<file path="src/rtl/l1_mem_bus_arbiter.sv">
// Two-port L1 -> L2 memory bus arbiter.
// Port 0 is the instruction L1 and port 1 is the data L1. One owner holds the
// bus from grant until the downstream mem_ready. A one-cycle RELEASE gap then
// lets the owner drop its request before anyone else is considered.
//
// Handshake: a port requests by raising mem_req_load or mem_req_store. It
// holds every request field stable until it samples mem_ready high on a rising
// edge, and it drops or changes the request after that edge. mem_ready is
// high for exactly one cycle per completed transaction. Requests are never
// latched here: a port that goes inactive while it is granted aborts its
// transaction.
//
// Watchdog: the counter clears on entry to GRANT. It then counts the GRANT
// cycles that end without mem_ready. timeout_err registers on the edge where
// the count reaches TIMEOUT_CYCLES, which closes the TIMEOUT_CYCLES-th such
// cycle. The flag stays set until reset, and the grant is never revoked.

package l1_mem_bus_pkg;
  typedef struct packed {
    logic        mem_req_load;
    logic        mem_req_store;
    logic [31:0] mem_addr;
    logic [31:0] mem_data_out;
  } mem_bus_req_t;

  typedef struct packed {
    logic        mem_ready;
    logic [31:0] mem_data;
  } mem_bus_resp_t;
endpackage

module l1_mem_bus_arbiter
  import l1_mem_bus_pkg::*;
#(
  parameter int TIMEOUT_CYCLES = 1024,
  parameter int CNT_WIDTH      = 16
) (
  input  logic          clock,
  input  logic          reset,
  input  mem_bus_req_t  req0,
  output mem_bus_resp_t resp0,
  input  mem_bus_req_t  req1,
  output mem_bus_resp_t resp1,
  output mem_bus_req_t  mem_req,
  input  mem_bus_resp_t mem_resp,
  output logic [1:0]    grant,
  output logic          busy,
  output logic          timeout_err,
  output logic [1:0]    dbg_state
);

  typedef enum logic [1:0] {
    ST_IDLE    = 2'd0,
    ST_GRANT   = 2'd1,
    ST_RELEASE = 2'd2
  } state_t;

  localparam logic [CNT_WIDTH-1:0] TO_LIMIT = CNT_WIDTH'(TIMEOUT_CYCLES);
  localparam logic [CNT_WIDTH-1:0] CNT_ONE  = CNT_WIDTH'(1);
  localparam bit                   WD_EN    = (TIMEOUT_CYCLES != 0);

  state_t               r_state, w_state_nx;
  logic                 r_rr_ptr, w_rr_ptr_nx;
  logic [1:0]           r_grant, w_grant_nx;
  logic [CNT_WIDTH-1:0] r_cnt, w_cnt_nx;
  logic                 r_timeout, w_timeout_nx;

  logic                 w_act0, w_act1;
  logic                 w_pick;
  logic                 w_gidx;
  logic                 w_gact;
  mem_bus_req_t         w_greq;

  assign w_act0 = req0.mem_req_load | req0.mem_req_store;
  assign w_act1 = req1.mem_req_load | req1.mem_req_store;
  // A tie goes to rr_ptr. Otherwise the only active port wins.
  assign w_pick = (w_act0 & w_act1) ? r_rr_ptr : w_act1;
  assign w_gidx = r_grant[1];
  assign w_greq = w_gidx ? req1 : req0;
  assign w_gact = w_greq.mem_req_load | w_greq.mem_req_store;

  assign grant       = r_grant;
  assign busy        = (r_state != ST_IDLE);
  assign timeout_err = r_timeout;
  assign dbg_state   = r_state;

  // State, round-robin pointer, owner, watchdog counter and sticky error.
  always_ff @(posedge clock or negedge reset) begin
    if (!reset) begin
      r_state   <= ST_IDLE;
      r_rr_ptr  <= 1'b0;
      r_grant   <= 2'b00;
      r_cnt     <= '0;
      r_timeout <= 1'b0;
    end else begin
      r_state   <= w_state_nx;
      r_rr_ptr  <= w_rr_ptr_nx;
      r_grant   <= w_grant_nx;
      r_cnt     <= w_cnt_nx;
      r_timeout <= w_timeout_nx;
    end
  end

  // Next state plus bus steering. Outside GRANT the downstream request and
  // both readies are held at zero.
  always_comb begin
    w_state_nx     = r_state;
    w_rr_ptr_nx    = r_rr_ptr;
    w_grant_nx     = r_grant;
    w_cnt_nx       = r_cnt;
    w_timeout_nx   = r_timeout;
    mem_req        = '0;
    resp0          = '0;
    resp1          = '0;
    resp0.mem_data = mem_resp.mem_data;
    resp1.mem_data = mem_resp.mem_data;
    case (r_state)
      ST_IDLE: begin
        w_grant_nx = 2'b00;
        if (w_act0 | w_act1) begin
          w_grant_nx = w_pick ? 2'b10 : 2'b01;
          w_cnt_nx   = '0;
          w_state_nx = ST_GRANT;
        end
      end
      ST_GRANT: begin
        mem_req = w_greq;
        if (w_gidx) resp1.mem_ready = mem_resp.mem_ready;
        else        resp0.mem_ready = mem_resp.mem_ready;
        if (mem_resp.mem_ready) begin
          // The port that just finished yields the next tie.
          w_rr_ptr_nx = ~w_gidx;
          w_state_nx  = ST_RELEASE;
        end else begin
          if (r_cnt != TO_LIMIT) w_cnt_nx = r_cnt + CNT_ONE;
          if (WD_EN && (w_cnt_nx == TO_LIMIT)) w_timeout_nx = 1'b1;
          if (!w_gact) begin
            // Abort: the owner withdrew, so rr_ptr keeps its value.
            w_grant_nx = 2'b00;
            w_state_nx = ST_IDLE;
          end
        end
      end
      ST_RELEASE: begin
        w_grant_nx = 2'b00;
        w_state_nx = ST_IDLE;
      end
      default: begin
        w_grant_nx = 2'b00;
        w_state_nx = ST_IDLE;
      end
    endcase
  end

endmodule
</file>
<file path="config.mk">
export PLATFORM = sky130hd
export DESIGN_NAME = l1_mem_bus_arbiter
export DESIGN_NICKNAME = d
export VERILOG_FILES = /design/src/rtl/l1_mem_bus_arbiter.sv
export SDC_FILE = /design/constraint.sdc
export NUM_CORES = 1
export LEC_CHECK = 0
export ABC_AREA = 1
export ABC_CLOCK_PERIOD_IN_PS = 1950
export CORE_AREA = 5 5 114 116
export CTS_CLUSTER_SIZE = 12
export DETAILED_ROUTE_END_ITERATION = 16
export DIE_AREA = 0 0 119 121
export PLACE_DENSITY = 0.7
export SYNTH_ARGS = -nofsm -noshare
export SYNTH_HDL_FRONTEND = slang
export SYNTH_SLANG_ARGS = --single-unit
</file>
<file path="constraint.sdc">
create_clock -name clock -period 1.95 [get_ports clock]
set_input_delay 0.195 -clock clock [delete_from_list [all_inputs] [get_ports clock]]
set_output_delay 0.195 -clock clock [all_outputs]
set_load 0.1 [all_outputs]
</file>
**Run 1: met3 routing**

Cells faint in the background.
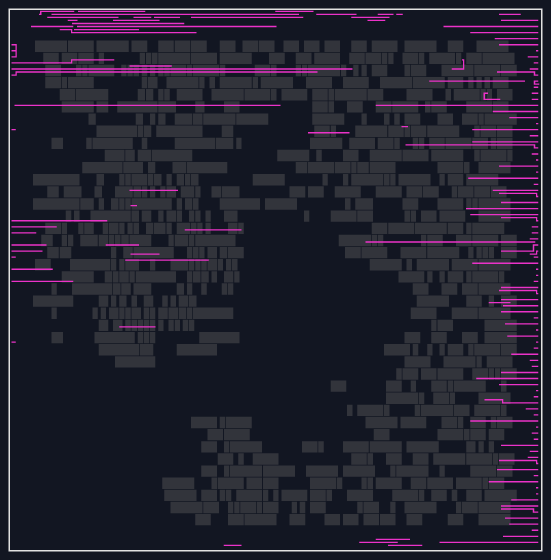
The wires run mostly horizontal. The layer carries 1350 um of wire. The longest straight run is 76.1 um. 129 nets have wire on it.
GR Util met3: 7.60%
Vias: 3541
Routed WL: 13000 um

**Run 1: clock distribution**

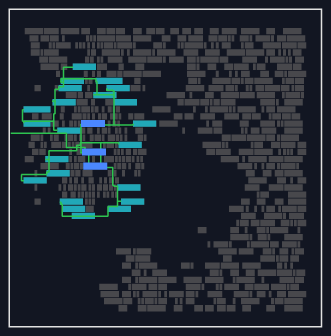
flip-flops: in cyan, count 22. clock wires: in green, length 289 um. clock drivers: in blue, count 3.
There are 4 routed clock nets.

**Run 1: congestion heat map**

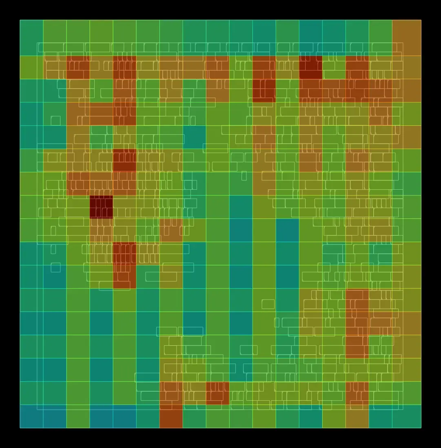
post-layout util: 52.0%
global-route track usage on met1: 21.3%
most used routing layer: met2
total global-route track usage: 17.2%

**Run 1: cell sizes after repair**

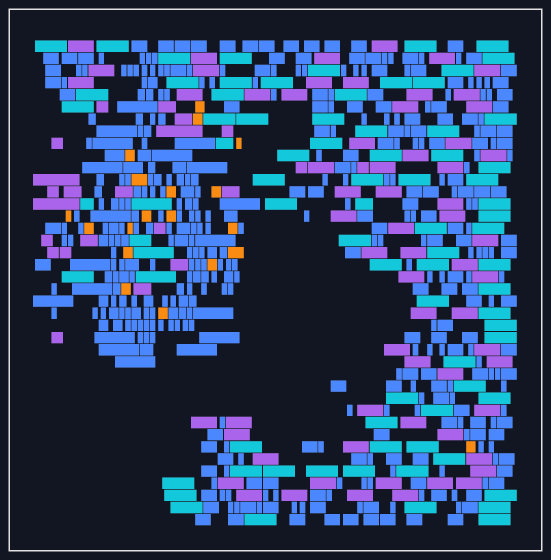
_2 cells: in orange, cells 19, most used nor2_2. _6 and larger: in cyan, cells 79, most used buf_12. _3 and _4 cells: in purple, cells 86, most used a21oi_4. _0 and _1 cells: in blue, cells 429, most used nand2_1.

==> results_slide.txt, run 1 <==
Synthesis and Place & Route Summary

Run status
  • Run status: completed

Pwr
  • Static Leakage: roughly 2.3 nW
  • PD cells: between 1500 and 2000 nW/um2
  • Cell-internal power: a little over 0.004 W
  • Power Total: ~0.011 W
  • Power in the clock group: between 0.0004 and 0.0005 W
  • Combinational power share: 90.6%
  • Net Sw Frac: between 60 and 70%
  • Flip-flop and latch power: between 0.0005 and 0.0006 W
  • Switching component of the power: approximately 0.0072 W
  • Maximum resistive drop on vdd: between 1 and 1.5 mV

Floorplan
  • I/O pin count: about 310
  • Count of standard-cell rows: about 40
  • Die area: 14400 um2
  • Num tapcells: 147
  • Vert. Die Dim: about 120 um
  • Effective utilization at floorplan: a little under a quarter
  • Die width: between 100 and 150 um

Clock network
  • CTS clock-pin slew for the worst setup and hold paths: ~0.060 ns
  • Clock buffer count from CTS: 3
  • Number of instances resized during post-cts repair: 2
  • Hold buffer count at cts: 0
  • Maximum level of the CTS H-tree: 1
  • TritonCTS clock tree: built
  • Clock root cell: clkbuf_16

Placement
  • DP Worst Slack: between 0.1 and 0.15 ns
  • Number of port buffers: ~210
  • Placer Congestion: 0.854
  • Count of placed standard cells including taps: 756

Cells and area
  • Largest register by flop count: r_cnt
  • Synthesis-to-layout area growth: 119%
  • Number of filler cells placed in the layout: 1049
  • Portion of the layout cell area used by non-clock buffers: approximately 47%
  • Number of flip-flops in the largest register: 16
  • Number of signal-net inverters in the final layout: 26
  • Sequential cell area: ~560 um2
  • Nets: just under 800
  • Most common cell after layout, fill and taps aside: nand2_1
  • N_diodes: 0
  • Bufs w/o clock: about 220
  • Sequential cell area share: ~9.1%
  • Multi-input combinational gate total: 343
  • Fraction of final layout cells with drive strength greater than 1: 30.0%

Yosys
  • Summed instance area of the synthesized netlist: around 2800 um2
  • Commonest cells in the synthesized netlist: nand2_1, a21oi_1, buf_4, nor2_1, inv_1
  • Top cell type by total area after synthesis: nand2_1
  • Register share after synthesis: 19.7%
  • Top non-seq family: simple AND/OR/NAND/NOR gates
  • Yosys Instances: between 400 and 500
  • Proportion of register bits with asynchronous set or reset after synthesis: 100%
  • Flops out of synthesis: 22
  • Yosys cell types: 23
  • Share of Yosys cell area claimed by the top area cell type: 24.7%
  • Total cell area reported by yosys after synthesis: roughly 2800 um2
  • Syn Inst Count: ~480
  • Area contributors post-synth: nand2_1, dfrtp_1, buf_4, a21oi_1, nor2_1
  • Warning count from the yosys run: 0
  • Area fraction in mux cells: 0%
  • Count of flip-flops with a built-in enable after synthesis: 0

Routing
  • Detailed Routing Iterations Pass 1: 4
  • Average wire per cell in the routed design: 17.1 um
  • Drt initial violations: 180
  • Met2 wire length: around 6400 um
  • Antenna violation net count after detailed routing: 0
  • Highest metal used: met5

Worst setup path
  • Origin of the critical flop-to-flop path: dbg_state[0]
  • Cell-by-cell listing of the critical path: nor2_4, inv_6, buf_4, a21oi_4, buf_12
  • Data required, critical path: 1.75 ns
  • CP delay by family, top: buffers and inverters
  • Largest fanout on the critical path: 13
  • Critical Path Slowest Stage Cell: dfrtp_4
  • Worst setup path endpoint: mem_req[61]
  • Critical path class: flop to primary output
  • Levels on crit path: 5
  • Cell depth of the worst flop-to-flop path: 7
  • Crit path buf inv count: 3

STA
  • Ratio of final minimum period to clock period: approximately 97%
  • Peak Freq: around 530 MHz
  • Final tally of hold violations: 0
  • Slew at the pin closest to its max-slew limit: approximately 0.41 ns
  • Max Transition Viols Final: 0
  • Setup slack of the critical path after layout: approximately 0.063 ns
  • Setup Total Neg Slack: 0 ns
  • Tmin final: between 1.5 and 2 ns

Global routing
  • Largest net degree at the start of global routing: 43
  • Wire length of the first global-routing pass: approximately 20000 um
  • Number of global-route vias before repair: between 3000 and 4000
  • Total gr overflow: 0

Job
  • Tool Warnings: 28
  • Max-Cap Viols: 0
**Run 1: selected gate families**

Bar = 20 um.
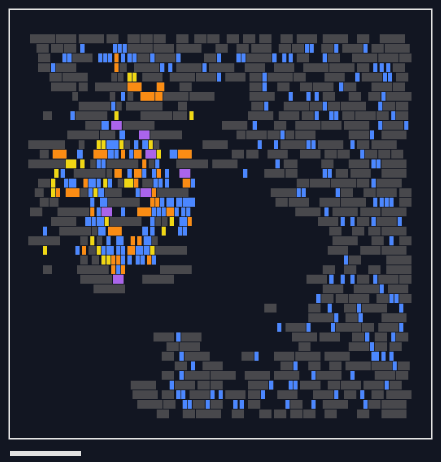

==> inputs of run 2 (changes only) <==
--- a/config.mk
+++ b/config.mk
@@ -15,3 +15,4 @@
 export SYNTH_ARGS = -nofsm -noshare
 export SYNTH_HDL_FRONTEND = slang
 export SYNTH_SLANG_ARGS = --single-unit
+export TNS_END_PERCENT = 10
**Run 2: selected gate families**

Bar = 20 um.
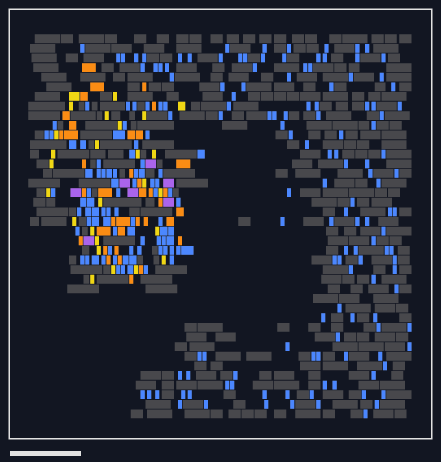
inv cells: in yellow, cells 26. xor and xnor cells: in purple, cells 7. nand cells: in blue, cells 208, where widely spread. nor cells: in orange, cells 37.
final std cells w/o fill: 759
most common cell after layout, fill and taps aside: nand2_1

**Run 2: cell sizes after repair**

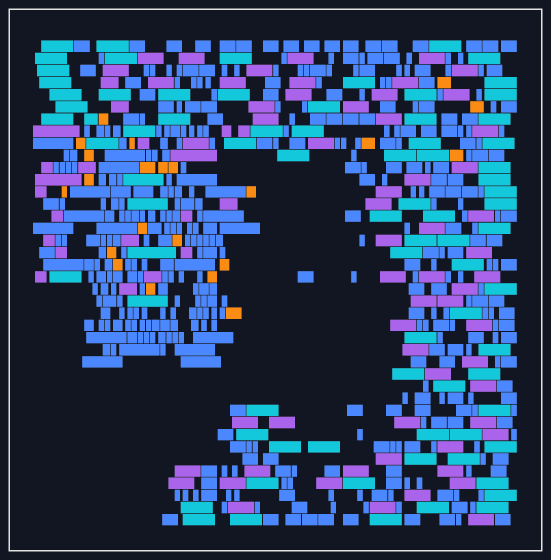
_2 cells: in orange, cells 22, most used nor2_2. _3 and _4 cells: in purple, cells 81, most used a21oi_4. _0 and _1 cells: in blue, cells 431, most used nand2_1. _6 and larger: in cyan, cells 78, most used buf_12.
bufs w/o clock: 217
synthesis-to-layout area growth: 118%

==> results_slide.txt, run 2 <==
Synthesis and Place & Route Summary

Floorplan
  • Vert. Die Dim: 121 um
  • I/O pin count: a little over 300
  • Die area: 14400 um2
  • Num tapcells: around 150
  • Die width: about 120 um

Cells and area
  • Portion of the layout cell area used by non-clock buffers: 47.0%
  • Largest register by flop count: r_cnt
  • Post-layout util: between 50% and 60%
  • Sequential cell area: 562 um2
  • Fraction of final layout cells with drive strength greater than 1: between 20 and 30%
  • N_diodes: 0
  • Number of filler cells placed in the layout: 1051
  • Multi-input combinational gate total: approximately 340
  • Nets: between 700 and 800
  • Sequential cell area share: 9.18%

Yosys
  • Top cell type by total area after synthesis: nand2_1
  • Commonest cells in the synthesized netlist: nand2_1, a21oi_1, buf_4, nor2_1, inv_1
  • Flops out of synthesis: 22
  • Register share after synthesis: roughly a fifth
  • Count of flip-flops with a built-in enable after synthesis: 0
  • Warning count from the yosys run: 0
  • Yosys cell types: 23
  • Proportion of register bits with asynchronous set or reset after synthesis: 100%

Worst setup path
  • Levels on crit path: 5
  • Crit path buf inv count: 3
  • Worst setup path endpoint: mem_req[9]
  • Critical Path Slowest Stage Cell: dfrtp_4
  • Cell depth of the worst flop-to-flop path: 11
  • Largest fanout on the critical path: ~41

Routing
  • Detailed Routing Iterations Pass 1: 4
  • Met2 wire length: ~6400 um
  • Highest metal used: met5
  • Vias: about 3600
  • Average wire per cell in the routed design: 17.2 um
  • Antenna violation net count after detailed routing: 0
  • Drt initial violations: between 200 and 250

Pwr
  • Switching component of the power: between 0.007 and 0.008 W
  • Power Total: between 0.01 and 0.015 W
  • Maximum resistive drop on vdd: 1.58 mV
  • Combinational power share: roughly nine tenths
  • Flip-flop and latch power: roughly 0.0006 W
  • PD cells: between 1500 and 2000 nW/um2
  • Power in the clock group: about 0.00058 W
  • Static Leakage: about 2.3 nW

STA
  • Peak Freq: around 530 MHz
  • Slew at the pin closest to its max-slew limit: 0.513 ns
  • Max Transition Viols Final: 0
  • Ratio of final minimum period to clock period: a little over nine tenths
  • Tmin final: about 1.9 ns
  • Setup slack of the critical path after layout: 0.0606 ns
  • Final tally of hold violations: 0

Global routing
  • Wire length of the first global-routing pass: around 20000 um
  • Total gr overflow: 0
  • Number of global-route vias before repair: 3572
  • Global-route track usage on met1: 22.1%
  • Most used routing layer: met2
  • Largest net degree at the start of global routing: between 70 and 80
  • Total global-route track usage: 17.1%

Clock network
  • Clock buffer count from CTS: 3
  • Hold buffer count at cts: 0
  • TritonCTS clock tree: built
  • Number of instances resized during post-cts repair: 1

Run status
  • Run status: completed

Job
  • Max-Cap Viols: 0

Placement
  • Count of placed standard cells including taps: around 760
==> inputs of run 3 (changes only) <==
--- a/config.mk
+++ b/config.mk
@@ -11,6 +11,7 @@
 export CTS_CLUSTER_SIZE = 12
 export DETAILED_ROUTE_END_ITERATION = 16
 export DIE_AREA = 0 0 119 121
+export HOLD_SLACK_MARGIN = 0.08
 export PLACE_DENSITY = 0.7
 export SYNTH_ARGS = -nofsm -noshare
 export SYNTH_HDL_FRONTEND = slang
**Run 3: cell sizes after repair**

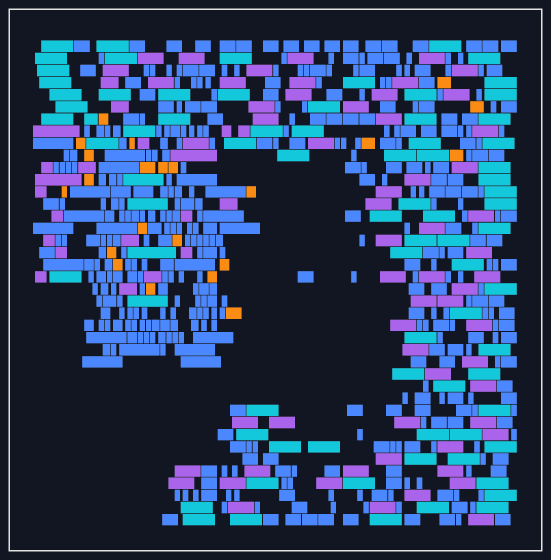
_0 and _1 cells: in blue, cells 431, most used nand2_1. _3 and _4 cells: in purple, cells 81, most used a21oi_4. _6 and larger: in cyan, cells 78, most used buf_12. _2 cells: in orange, cells 22, most used nor2_2.
fin area: 6120 um2
setup slack of the critical path after layout: 0.0606 ns

**Run 3: met3 routing**

Cells faint in the background.
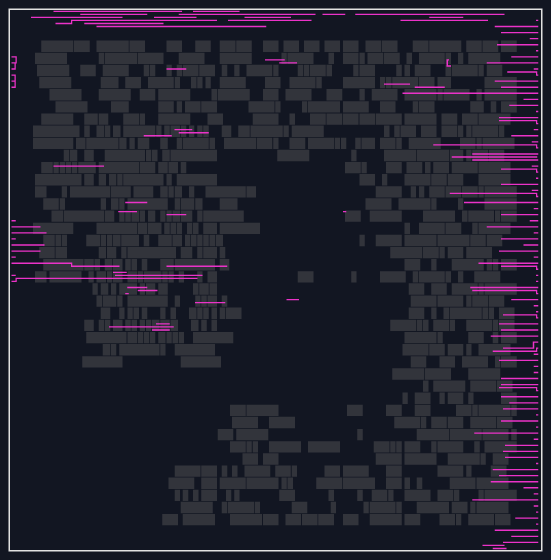
The longest straight run is 40.5 um. The layer carries 1150 um of wire. 137 nets have wire on it. The wires run mostly horizontal. The layer holds 8.8% of the routed length.

==> results_slide.txt, run 3 <==
Synthesis and Place & Route Summary

STA
  • Setup Total Neg Slack: 0 ns
  • Final tally of hold violations: 0
  • Ratio of final minimum period to clock period: between 90% and 100%
  • Tmin final: about 1.9 ns

Placement
  • DP Worst Slack: 0.272 ns
  • Placer Congestion: around 0.85
  • Number of port buffers: approximately 210
  • Count of placed standard cells including taps: between 700 and 800

Worst setup path
  • Crit path buf inv count: 3
  • Data required, critical path: ~1.8 ns
  • Cell-by-cell listing of the critical path: nor2_4, inv_6, buf_12, a21oi_4, buf_12
  • Origin of the critical flop-to-flop path: r_cnt[1]
  • Worst setup path endpoint: mem_req[9]

Pwr
  • Static Leakage: ~2.3 nW
  • Flip-flop and latch power: 0.000605 W
  • Power in the clock group: a little under 0.0006 W
  • PD cells: between 1500 and 2000 nW/um2

Run status
  • Run status: completed

Yosys
  • Flops out of synthesis: 22
  • Proportion of register bits with asynchronous set or reset after synthesis: 100%
  • Top non-seq family: simple AND/OR/NAND/NOR gates
  • Syn Inst Count: between 400 and 500
  • Total cell area reported by yosys after synthesis: roughly 2800 um2
  • Area contributors post-synth: nand2_1, dfrtp_1, buf_4, a21oi_1, nor2_1
  • Count of flip-flops with a built-in enable after synthesis: 0
  • Share of Yosys cell area claimed by the top area cell type: roughly 25%
  • Yosys Instances: about 480

Clock network
  • TritonCTS clock tree: built
  • Number of instances resized during post-cts repair: 1
  • Maximum level of the CTS H-tree: 1

Routing
  • Average wire per cell in the routed design: 17.2 um
  • Vias: about 3600
  • Drt initial violations: ~230

Cells and area
  • Sequential cell area: around 560 um2
  • N_diodes: 0
  • Number of flip-flops in the largest register: 16
  • Fraction of final layout cells with drive strength greater than 1: 29.6%
  • Bufs w/o clock: approximately 220
  • Most common cell after layout, fill and taps aside: nand2_1
  • Synthesis-to-layout area growth: 118%

Global routing
  • GR Util met3: between 5 and 6%
  • Total global-route track usage: between 15 and 20%
  • Total gr overflow: 0
  • Most used routing layer: met2

Floorplan
  • I/O pin count: just over 300
  • Effective utilization at floorplan: a little under a quarter
  • Num tapcells: approximately 150
  • Vert. Die Dim: roughly 120 um
  • Count of standard-cell rows: roughly 40
  • Die area: ~14000 um2

Job
  • Tool Warnings: 28
  • Max-Cap Viols: 0
Power figures rest on the tool's default switching activity, not on a simulated workload.
